**config.mk**
```make
export PLATFORM = sky130hd
export DESIGN_NAME = frodo_mac_array
export DESIGN_NICKNAME = d
export VERILOG_FILES = /design/src/rtl/frodo_mac_array.sv
export SDC_FILE = /design/constraint.sdc
export NUM_CORES = 2
export LEC_CHECK = 0
export ABC_AREA = 1
export CAP_MARGIN = 0
export CORE_UTILIZATION = 45
export CTS_BUF_LIST = sky130_fd_sc_hd__clkbuf_8
export DETAILED_ROUTE_END_ITERATION = 16
export PLACE_DENSITY = 0.65
export SLEW_MARGIN = 10
export SYNTH_ARGS = -nofsm -noshare
export SYNTH_HDL_FRONTEND = slang
export SYNTH_SLANG_ARGS = --single-unit
export TNS_END_PERCENT = 5
```
**constraint.sdc**
```tcl
create_clock -name clk -period 3.1 [get_ports clk]
set_clock_uncertainty 0.05 [all_clocks]
set_input_delay 0.31 -clock clk [delete_from_list [all_inputs] [get_ports clk]]
set_output_delay 0.31 -clock clk [all_outputs]
set_load 0.02 [all_outputs]
```
**src/rtl/frodo_mac_array.sv**
```systemverilog
// frodo_mac_array: two-stage LANES-wide MAC/ADD array with first/last accumulation runs, mod 2^LOGQ.
module frodo_mac_array #(
    parameter int LANES = 4,
    parameter int AW    = 8,
    parameter int BW    = 16,
    parameter int LOGQ  = 16
) (
    input  logic                  clk,
    input  logic                  rstn,
    input  logic                  in_valid,
    output logic                  in_ready,
    input  logic                  in_first,
    input  logic                  in_last,
    input  logic [1:0]            op,
    input  logic [LANES*AW-1:0]   a,
    input  logic [LANES*BW-1:0]   b,
    input  logic [LANES*BW-1:0]   c,
    output logic                  out_valid,
    input  logic                  out_ready,
    output logic [LANES*BW-1:0]   out_data,
    output logic                  seq_err,
    output logic                  busy
);
    localparam logic [BW-1:0] MASK = {BW{1'b1}} >> (BW - LOGQ);

    logic                adv, s2_fire;
    logic                s1_valid, s1_first, s1_last, run_open;
    logic [LANES*BW-1:0] term, s1_p, s1_c, acc, sum;

    assign adv      = ~out_valid | out_ready;
    assign in_ready = adv;
    assign s2_fire  = adv & s1_valid;
    assign busy     = s1_valid | run_open | out_valid;

    genvar i;
    generate
        for (i = 0; i < LANES; i++) begin : g_lane
            logic [BW-1:0] a_ext, prod, base;
            assign a_ext = BW'($signed(a[i*AW +: AW]));
            assign prod  = a_ext * b[i*BW +: BW];
            assign base  = op[1] ? b[i*BW +: BW] : prod;
            assign term[i*BW +: BW] = op[0] ? -base : base;
            assign sum[i*BW +: BW]  = ((s1_first ? s1_c[i*BW +: BW] : acc[i*BW +: BW]) + s1_p[i*BW +: BW]) & MASK;
        end
    endgenerate

    always_ff @(posedge clk or negedge rstn) begin
        if (!rstn) begin
            s1_valid <= 1'b0;
            s1_first <= 1'b0;
            s1_last  <= 1'b0;
            s1_p     <= '0;
            s1_c     <= '0;
        end else if (adv) begin
            s1_valid <= in_valid;
            s1_first <= in_first;
            s1_last  <= in_last;
            s1_p     <= term;
            s1_c     <= c;
        end
    end

    // A framing error is a first beat while a run is open, or a non-first beat while none is.
    always_ff @(posedge clk or negedge rstn) begin
        if (!rstn) begin
            acc       <= '0;
            out_data  <= '0;
            out_valid <= 1'b0;
            run_open  <= 1'b0;
            seq_err   <= 1'b0;
        end else begin
            if (s2_fire) acc <= sum;
            if (s2_fire & s1_last) begin
                out_data  <= sum;
                out_valid <= 1'b1;
            end else if (out_ready) begin
                out_valid <= 1'b0;
            end
            if (s2_fire) run_open <= ~s1_last & (s1_first | run_open);
            if (s2_fire & (s1_first == run_open)) seq_err <= 1'b1;
        end
    end
endmodule

```
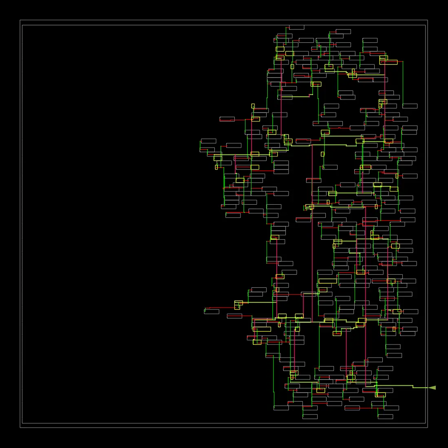
(clock routing)
clock sink count: 262
CLK BUF: 45
clk_lat worst skew: 0.56 ns

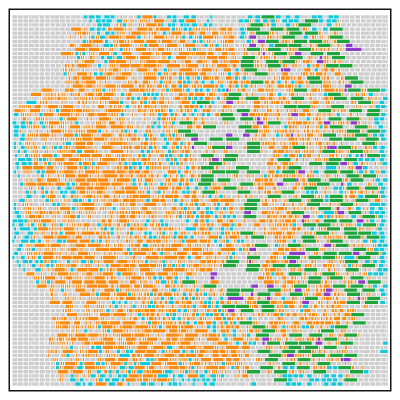
(placed cells, one color a class)
Drawn at 1.5 px/um. Fill, decap, tap and diode cells in gray.
cyan -> other buffers and delay cells  # cells 718
purple -> clock drivers and dummy loads  # cells 70
green -> flip-flops  # cells 262
orange -> all other logic  # cells 3644
fraction of area in registers: 0.1764
std cell rows: 91
fin util: 0.5988
post-route design area: 37160 um2
Placeable Area: 62050 um2

==> registers in the layout (all words and copies together), names as in the netlist <==
signal,cells
s1_p,64
acc,64
s1_first,1
run_open,1
s1_valid,1
s1_c,64
out_data,64
out_valid,1
s1_last,1
seq_err,1
==> final cells by class <==
| class | instances | area (um2) |
|---|---|---|
| diodes | 4 | 10.01 |
| clock buffers | 45 | 619.3 |
| clock inverters | 25 | 190.2 |
| fillers | 5728 | 24900 |
| inverters | 925 | 3511 |
| multi-input cells | 2719 | 19140 |
| flip-flops and latches | 262 | 6556 |
| well taps | 837 | 1047 |
| repair buffers | 718 | 6085 |
==> cell usage in the layout (no fill, tap or decap), types with 10 or more instances in the layout <==
master | Yosys | final
ha_4 | 0 | 34
buf_6 | 4 | 46
buf_4 | 0 | 425
a21oi_1 | 92 | 76
xnor2_1 | 39 | 35
nor2_4 | 0 | 18
nand2_4 | 1 | 17
a21oi_2 | 0 | 11
o21ai_0 | 314 | 274
nand2_2 | 5 | 77
nand4_1 | 24 | 24
nor2_2 | 11 | 31
o21ai_2 | 8 | 21
inv_2 | 0 | 51
o21ai_1 | 19 | 44
a21boi_1 | 5 | 11
nand3b_1 | 18 | 18
buf_12 | 1 | 10
inv_1 | 920 | 882
nand2_1 | 1286 | 1198
dlygate4sd2_1 | 0 | 20
dfrtp_1 | 262 | 262
clkbuf_8 | 0 | 45
buf_2 | 15 | 34
xor2_1 | 51 | 48
fa_1 | 248 | 243
nor2_1 | 126 | 88
nand3_1 | 189 | 162
clkdlybuf4s50_1 | 0 | 152
nand3_2 | 2 | 27
ha_1 | 201 | 163
or2_2 | 15 | 11
==> results.sh <==
# implementation run metrics
export IMPL_clk_pin_slew_ns=0.07
export IMPL_cp_max_fo=4
export IMPL_powerSeq_uw=5650
export IMPL_internal_power_uw=16780
export IMPL_met2WireLength_mm=35.41
export IMPL_antenna_found_initial=4
export IMPL_placed_area_um2=34670
export IMPL_drc=0
export IMPL_yosysMostFrequentCell="nand2_1"
export IMPL_layout_setup_ws_ns=-1.038
export IMPL_finalCritPeriodShare=1.335
export IMPL_nets=5283
export IMPL_track_usage=0.2527
export IMPL_yosysTopAreaCell="dfrtp_1"
export IMPL_ys_sh_mux=0.0003519
export IMPL_power_group_top="combinational logic"
export IMPL_crit_path_start="a[12]"
export IMPL_finalSetupViolCount=44
export IMPL_p_clk_uw=2960
export IMPL_cts_resized=460
export IMPL_ff2ff_path_depth=15
export IMPL_use_met3=0.02385
export IMPL_p_leak_uw=0.02103
export IMPL_gr_usage_met1=0.3765
export IMPL_netlist_area_um2=28440
export IMPL_placedCellCount=5389
export IMPL_htree_levels=2
export IMPL_worstSetupPathDepth=27
export IMPL_fp_util=0.4584
export IMPL_ys_area_um2=28440
export IMPL_fmax_mhz=241.6
export IMPL_m1WireLength_mm=39.32
export IMPL_overflow=0
export IMPL_status="complete, but fails checks"
export IMPL_top_logic_kind="adder cells"
export IMPL_arrival_ns=4.54
export IMPL_die_x_um=253.4
export IMPL_netSwitchingPower_uw=15190
export IMPL_cts_path_max_buffers=3
export IMPL_post_cts_buffers=55
export IMPL_topRoutingLayerUsed="met4"
export IMPL_avgSynthCellArea_um2=6.999
export IMPL_p_clk_frac=0.093
export IMPL_holdWs_ns=0.2505
export IMPL_edf_count=0
export IMPL_drt_first_iter_violations=1635
export IMPL_p_comb_frac=0.731
export IMPL_xor_share=0.02771
export IMPL_pg_comb_uw=23400
export IMPL_wl_per_cell_um=14.37
export IMPL_postCtsHoldBufs=1
export IMPL_synthToLayoutAreaGrowth_pct=30.63
export IMPL_wl_met3_mm=3.701
export IMPL_total_power_uw=31980
export IMPL_fa_ha_area_frac=0.2630
export IMPL_worstSetupEndpointType="register"
export IMPL_place_congestion=0.9073
export IMPL_min_to="s1_p[0]"
export IMPL_path_buffers=11
export IMPL_grt_max_degree=111
export IMPL_violations="setup timing"
export IMPL_io_buffers=235
export IMPL_instances_no_fill=5535
export IMPL_max_stage_delay_ns=0.56
export IMPL_grt_pass1_vias=26170
export IMPL_ys_types=48
export IMPL_seqPwrFrac=0.177
export IMPL_ys_seq_frac=0.2305
export IMPL_warning_count=35
export IMPL_ios=236
export IMPL_layout_drive_gt1_share=0.2011
export IMPL_pre_cts_slack_ns=-2.010
export IMPL_r2r_setup_slack_ns=0.13
export IMPL_drv_slew=0
export IMPL_simple_gate_area_frac=0.2424
export IMPL_top_area_frac=0.2305
export IMPL_cellPowerDensity_nw_per_um2=860.5
export IMPL_critPathTopFamily="adder cells"
export IMPL_synth_main_ff_cell="dfrtp_1"
export IMPL_synthArstFlopShare=1.000
export IMPL_cp_endpoint="s1_p[30]"
export IMPL_ys_warn_count=0
export IMPL_synthCells=4064
export IMPL_grt_pass1_wl_mm=131.9
export IMPL_worstPathRequired_ns=3.50
export IMPL_ys_top_cells_by_area="dfrtp_1, fa_1, nand2_1"
export IMPL_yosys_area_share_aoi=0.09066
